## config.mk

```make
export PLATFORM = sky130hd
export DESIGN_NAME = mmc3_a12_scanline_filter
export DESIGN_NICKNAME = d
export VERILOG_FILES = /design/src/rtl/mmc3_a12_scanline_filter_pkg.sv /design/src/rtl/mmc3_a12_scanline_filter_sync.sv /design/src/rtl/mmc3_a12_scanline_filter.sv
export SDC_FILE = /design/constraint.sdc
export NUM_CORES = 1
export LEC_CHECK = 0
export CAP_MARGIN = 20
export CORE_ASPECT_RATIO = 1.5
export CORE_UTILIZATION = 40
export DETAILED_ROUTE_END_ITERATION = 8
export PLACE_DENSITY_LB_ADDON = 0.08
export SLEW_MARGIN = 20
export SYNTH_ARGS = -nofsm -noshare
export SYNTH_HDL_FRONTEND = slang
export SYNTH_SLANG_ARGS = --single-unit
```

## constraint.sdc

```tcl
create_clock -name clk_i -period 3.3 [get_ports clk_i]
set_input_delay 0.825 -clock clk_i [delete_from_list [all_inputs] [get_ports clk_i]]
set_output_delay 0.825 -clock clk_i [all_outputs]
set_load 0.05 [all_outputs]
```

## src/rtl/mmc3_a12_scanline_filter_pkg.sv

```systemverilog
// mmc3_pkg
// Shared types and default parameter values for the MMC3 A12 scanline filter.
//   a12_state_e : qualifier FSM states (LOW, ARMED, HIGH)
//   DEF_*       : default values for the filter parameters
package mmc3_pkg;

  typedef enum logic [1:0] {
    LOW   = 2'd0,
    ARMED = 2'd1,
    HIGH  = 2'd2
  } a12_state_e;

  localparam int DEF_SYNC_STAGES   = 2;
  localparam int DEF_LOW_M2_RISES  = 3;
  localparam int DEF_GLITCH_CYCLES = 2;
  localparam int DEF_M2_TIMEOUT    = 255;

endpackage

```

## src/rtl/mmc3_a12_scanline_filter_sync.sv

```systemverilog
// bit_synchronizer
// Multi-flop synchronizer bringing an asynchronous input into the clk_i domain.
// Ports:
//   clk_i  : destination clock
//   rst_ni : asynchronous active-low reset, clears every stage
//   d_i    : asynchronous input
//   q_o    : synchronized output (last stage)
module bit_synchronizer
  import mmc3_pkg::*;
#(
  parameter int WIDTH  = 1,
  parameter int STAGES = DEF_SYNC_STAGES
) (
  input  logic             clk_i,
  input  logic             rst_ni,
  input  logic [WIDTH-1:0] d_i,
  output logic [WIDTH-1:0] q_o
);

  logic [STAGES-1:0][WIDTH-1:0] sync_q;

  always_ff @(posedge clk_i or negedge rst_ni) begin
    if (!rst_ni) begin
      sync_q <= '0;
    end else begin
      sync_q <= {sync_q[STAGES-2:0], d_i};
    end
  end

  assign q_o = sync_q[STAGES-1];

endmodule

```

## src/rtl/mmc3_a12_scanline_filter.sv

```systemverilog
// mmc3_a12_scanline_filter
// Clocked qualifier for PPU A12 rises feeding the MMC3 scanline IRQ counter.
// Only an A12 rise that follows A12 staying low for LOW_M2_RISES M2 rises
// produces a one-clock scanline_tick_o; sprite-fetch style short pulses do not.
// Optional glitch filter on the synchronized A12: macro MMC3_A12_GLITCH_FILTER_EN.
// Ports:
//   clk_i           : board clock, at least 4x the M2 frequency
//   rst_ni          : asynchronous active-low reset
//   m2_i            : CPU M2, asynchronous
//   ppu_a12_i       : PPU address bit 12, asynchronous
//   scanline_tick_o : one-clock pulse per qualified A12 rise
//   a12_filtered_o  : synchronized (and optionally glitch-filtered) A12 level
//   armed_o         : high while the FSM is ARMED
//   m2_active_o     : M2 has risen within the last M2_TIMEOUT clocks
module mmc3_a12_scanline_filter
  import mmc3_pkg::*;
#(
  parameter int SYNC_STAGES   = DEF_SYNC_STAGES,
  parameter int LOW_M2_RISES  = DEF_LOW_M2_RISES,
  parameter int GLITCH_CYCLES = DEF_GLITCH_CYCLES,
  parameter int M2_TIMEOUT    = DEF_M2_TIMEOUT
) (
  input  logic clk_i,
  input  logic rst_ni,
  input  logic m2_i,
  input  logic ppu_a12_i,
  output logic scanline_tick_o,
  output logic a12_filtered_o,
  output logic armed_o,
  output logic m2_active_o
);

  if (SYNC_STAGES < 2) begin : g_bad_sync
    $error("SYNC_STAGES must be at least 2");
  end
  if (LOW_M2_RISES < 1 || LOW_M2_RISES > 15) begin : g_bad_low
    $error("LOW_M2_RISES must be in 1..15");
  end
  if (GLITCH_CYCLES < 1) begin : g_bad_glitch
    $error("GLITCH_CYCLES must be at least 1");
  end
  if (M2_TIMEOUT < 1 || M2_TIMEOUT > 65535) begin : g_bad_timeout
    $error("M2_TIMEOUT must be in 1..65535");
  end

  localparam logic [3:0]  LowTarget = 4'(LOW_M2_RISES);
  localparam logic [15:0] IdleMax   = 16'(M2_TIMEOUT);

  logic m2_s, a12_s, a12_f;
  logic m2_d_q, a12_f_d_q;
  logic m2_rise, a12_rise;

  a12_state_e  state_q, state_d;
  logic [3:0]  low_cnt_q, low_cnt_d;
  logic [15:0] idle_q, idle_d;
  logic        m2_active_q, m2_active_d;
  logic        tick_pend_q, tick_pend_d;
  logic        tick_q;

  bit_synchronizer #(.WIDTH(1), .STAGES(SYNC_STAGES)) u_sync_m2 (
    .clk_i  (clk_i),
    .rst_ni (rst_ni),
    .d_i    (m2_i),
    .q_o    (m2_s)
  );

  bit_synchronizer #(.WIDTH(1), .STAGES(SYNC_STAGES)) u_sync_a12 (
    .clk_i  (clk_i),
    .rst_ni (rst_ni),
    .d_i    (ppu_a12_i),
    .q_o    (a12_s)
  );

`ifdef MMC3_A12_GLITCH_FILTER_EN
  localparam int GlitchW = $clog2(GLITCH_CYCLES + 1);

  logic [GlitchW-1:0] glitch_cnt_q, glitch_cnt_d;
  logic               a12_f_q, a12_f_d;

  // The filtered level follows a12_s only after GLITCH_CYCLES consecutive
  // disagreeing samples; any agreeing sample restarts the count.
  always_comb begin
    a12_f_d      = a12_f_q;
    glitch_cnt_d = '0;
    if (a12_s != a12_f_q) begin
      if (glitch_cnt_q == GlitchW'(GLITCH_CYCLES - 1)) begin
        a12_f_d = a12_s;
      end else begin
        glitch_cnt_d = glitch_cnt_q + GlitchW'(1);
      end
    end
  end

  always_ff @(posedge clk_i or negedge rst_ni) begin
    if (!rst_ni) begin
      a12_f_q      <= 1'b0;
      glitch_cnt_q <= '0;
    end else begin
      a12_f_q      <= a12_f_d;
      glitch_cnt_q <= glitch_cnt_d;
    end
  end

  assign a12_f = a12_f_q;
`else
  assign a12_f = a12_s;
`endif

  assign m2_rise  = m2_s & ~m2_d_q;
  assign a12_rise = a12_f & ~a12_f_d_q;

  // M2 idle watchdog: a stalled CPU clock suppresses ticks without
  // disturbing the FSM, so arming survives short stalls.
  always_comb begin
    idle_d      = idle_q;
    m2_active_d = m2_active_q;
    if (m2_rise) begin
      idle_d      = '0;
      m2_active_d = 1'b1;
    end else if (idle_q != IdleMax) begin
      idle_d = idle_q + 16'd1;
      if (idle_q + 16'd1 == IdleMax) begin
        m2_active_d = 1'b0;
      end
    end
  end

  // A12 level takes priority over a coincident M2 rise in LOW, so a rise
  // that lands with an M2 edge is never mistaken for extra low time.
  always_comb begin
    state_d     = state_q;
    low_cnt_d   = low_cnt_q;
    tick_pend_d = 1'b0;
    unique case (state_q)
      LOW: begin
        if (a12_f) begin
          state_d   = HIGH;
          low_cnt_d = '0;
        end else if (m2_rise && low_cnt_q != LowTarget) begin
          low_cnt_d = low_cnt_q + 4'd1;
          if (low_cnt_q + 4'd1 == LowTarget) begin
            state_d = ARMED;
          end
        end
      end
      ARMED: begin
        if (a12_rise) begin
          state_d     = HIGH;
          low_cnt_d   = '0;
          tick_pend_d = m2_active_q;
        end
      end
      HIGH: begin
        low_cnt_d = '0;
        if (!a12_f) begin
          state_d = LOW;
        end
      end
      default: begin
        state_d   = LOW;
        low_cnt_d = '0;
      end
    endcase
  end

  always_ff @(posedge clk_i or negedge rst_ni) begin
    if (!rst_ni) begin
      m2_d_q      <= 1'b0;
      a12_f_d_q   <= 1'b0;
      state_q     <= LOW;
      low_cnt_q   <= '0;
      idle_q      <= '0;
      m2_active_q <= 1'b0;
      tick_pend_q <= 1'b0;
      tick_q      <= 1'b0;
    end else begin
      m2_d_q      <= m2_s;
      a12_f_d_q   <= a12_f;
      state_q     <= state_d;
      low_cnt_q   <= low_cnt_d;
      idle_q      <= idle_d;
      m2_active_q <= m2_active_d;
      tick_pend_q <= tick_pend_d;
      tick_q      <= tick_pend_q;
    end
  end

  assign scanline_tick_o = tick_q;
  assign a12_filtered_o  = a12_f;
  assign armed_o         = (state_q == ARMED);
  assign m2_active_o     = m2_active_q;

endmodule

```

Figure 1. Cell placement.
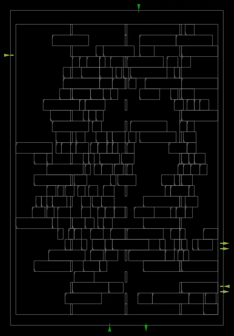
FF+latch count: 31
Finished Core Util: 0.4825
filler cell count: 349

Figure 2. Sequential cells grouped by signal name.
Other sequential cells in the stronger grey, the rest of the logic in the fainter grey.
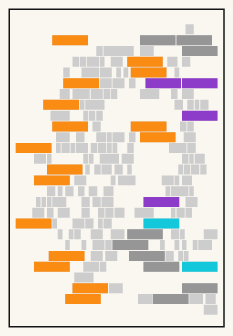
Key: orange = `idle_q` [sequential cells 16]; cyan = `state_q` [sequential cells 2]; purple = `low_cnt_q` [sequential cells 4]
Another 9 sequential cells are not coloured.

Figure 3. Signal wires on met1.
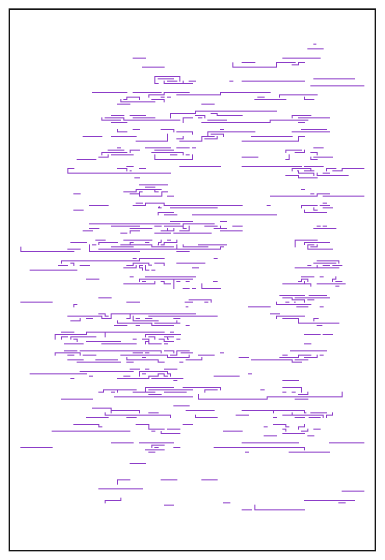
The wires run mostly horizontal. The layer carries 1340 um of wire. 168 nets have wire on it.
final WL: 3.357 mm
via count: 1273
grt met1 use: 0.1973

==> run summary <==
Outcome - finished, final reports clean
Core utilization before placement - 0.4291
CTS tree - built
PD cells - 461.2 nW/um^2
Gr ovfl total - 0
CP max stage delay - 0.80 ns
Clock skew - 0.005004 ns
ANT cells - 0
CTS clk-pin slew, worst paths - 0.06 ns
Arr. time, crit path - 1.70 ns
Worst path cell trace - inv_1 > nor2_1 > clkdlybuf4s50_1
Die area - 4286 sq um
Setup crit start - state_q[0]
Largest net degree at the start of global routing - 32
Avg WL per Cell - 15.26 um
Syn Nets - 176
OpenROAD warnings - 28
RSZ-0062 raised after global routing - false
Largest registers - idle_q x16, low_cnt_q x4, state_q x2
Hold Buf Count CTS - 0
Clock buffer depth - 2
CP delay by family, top - buffers and inverters
Cell Rows - 27
Clk Latency, worst-skew pair - 0.28 ns
Min-delay src - tick_pend_q
Top cells by area - dfrtp_1, xnor2_1, nand2_1, nor2_1, ha_1
Final Critical Period - 2.526 ns
CTS root buffer - clkbuf_8
RePlAce Congestion - 0.9181
Vias in the first global route - 1232
Worst endpoint required time - 2.47 ns
Tcrit/Tclk final - 0.7655
Initial antenna violation count - 0
Mapped Cells - 168
Post-cts sizing count - 0
Max-cap violations - 0
Post-CTS setup repair buffer count - 0
Final slew viol count - 0
Max Clk Rate - 395.8 MHz
Fraction of layout cells with a size suffix above 1 - 0.08475
First-pass GRT wire length - 5.499 mm
# IOs - 8
Ys flops - 31
Measured slew at the worst slew-check pin - 0.5651 ns
Setup crit end kind - output pin
CP max FO - 6
Biggest register - idle_q
Final setup violation count - 0
WS Path Type - reg -> out
CTS H-tree depth - 2
Chip Area, Yosys - 1609 sq um
Initial DRC count - 29
IR drop worst, VDD - 0.0003208 V
Die H - 79.68 um
ANT nets after route - 0
First-pass detailed-route iteration total - 4
# Cells Yosys - 168
Worst slew margin - 0.6233
Mean Syn Cell Area - 9.578 sq um
Hold Vio Cnt, Final - 0
Startpoint types - flop
Max Used Layer - met4
Cell taking the most area after synthesis - dfrtp_1
Die width - 53.79 um
GRT Total Usage - 0.1852
Routed wl met2 - 1.791 mm
Final setup TNS - 0 ns
Unique masters post-synth - 36
Vias per cell - 5.786
CP max stage cell - clkdlybuf4s50_1
CORE AREA - 3750 sq um
Buf/Inv on CP - 2
Clock Sinks - 31
Worst Hold Class - reg -> reg
Layout Nets - 185
Top Layout Cells - dfrtp_1, nor2_1, nand2_1
P&R area growth vs syn - 12.44%
# port buffers - 7
Remaining DRCs - 0
layout make-up:
cell class,count,area (sq um)
fillers,349,1941
multi-input cells,123,780.7
flip-flops and latches,31,775.7
repair buffers,9,85.08
clock buffers,6,82.58
well taps,43,53.80
inverters,7,26.28
clock inverters,1,5.005
cell families (layout without fill, tap and decap cells):
logic type | after synthesis | count (layout) | share of synthesized area
xor+xnor | 15 | 15 | 0.08164
fa+ha+maj | 4 | 4 | 0.03111
simple gates | 75 | 75 | 0.2473
flops | 31 | 31 | 0.4821
buf+inv | 14 | 23 | 0.03267
compound gates | 26 | 26 | 0.1058
mux | 3 | 3 | 0.01944
Yosys cell counts:
| master | instances |
|---|---|
| a21oi_1 | 4 |
| a22o_1 | 1 |
| a31oi_1 | 1 |
| and3_1 | 2 |
| and4_1 | 1 |
| clkbuf_1 | 7 |
| dfrtp_1 | 31 |
| ha_1 | 4 |
| inv_1 | 7 |
| mux2_2 | 1 |
| mux2i_1 | 2 |
| nand2_1 | 17 |
| nand2b_1 | 3 |
| nand3_1 | 7 |
| nand4_1 | 6 |
| nand4_4 | 1 |
| nand4b_1 | 1 |
| nor2_1 | 17 |
| nor2b_1 | 1 |
| nor3_1 | 5 |
| nor3b_1 | 1 |
| nor4_1 | 6 |
| nor4b_1 | 2 |
| o211ai_1 | 2 |
| o211ai_2 | 1 |
| o21a_1 | 1 |
| o21ai_0 | 10 |
| o22ai_1 | 1 |
| o31a_1 | 1 |
| o31ai_1 | 1 |
| o32a_1 | 1 |
| o41ai_1 | 2 |
| or2_2 | 3 |
| or4_1 | 2 |
| xnor2_1 | 11 |
| xor2_1 | 4 |
worst paths after layout:
kind                                        end  slack, ns  depth (start not counted)
worst max-delay path                    armed_o       0.77                          3
worst min-delay path            scanline_tick_o       0.35                          0
worst max register to register        idle_q[0]       1.12                          6
worst min register to register  scanline_tick_o       0.35                          0
max in group asynchronous            idle_q[13]       2.08                          2
min in group asynchronous           tick_pend_q       0.93                          2
worst reg2reg max path, cell delays in order, from the launching register on:
cell     delay (ns)
dfrtp_1        0.46
ha_1           0.39
nand3_1        0.16
nor2_1         0.18
nand4_1        0.34
nand2_1        0.39
mux2i_1        0.13
power breakdown:
group	switching (mW)	total (mW)	leakage, nW	internal [mW]
clock	0.130	0.294	0.0470	0.163
sequential	0.0415	0.445	0.406	0.404
combinational	0.0570	0.0953	0.304	0.0383
total	0.229	0.834	0.757	0.605
metrics by stage:
stage	power [mW]	setup slack (ns)	area [sq um]	cells	hold slack [ns]
final	0.8344	0.7737	1809	220	0.3459
after global routing	0.8811	0.6588	1809	220	0.3568
after CTS	0.8443	0.7629	1809	220	0.3489
after detailed placement	0.5476	1.064	1722	213	0.3347
after global placement	0.5432	1.068	1722	213	0.3331
after floorplan	0.5062	1.346	1609	168	0.3312
layer usage:
| metal | track usage | vias up |
|---|---|---|
| met4 | 0.1026 | 0 |
| met5 | 0 | - |
| li1 | - | 609 |
| met1 | 0.1973 | 629 |
| met2 | 0.3148 | 25 |
| met3 | 0.04952 | 10 |
Power figures rest on the tool's default switching activity, not on a simulated workload.
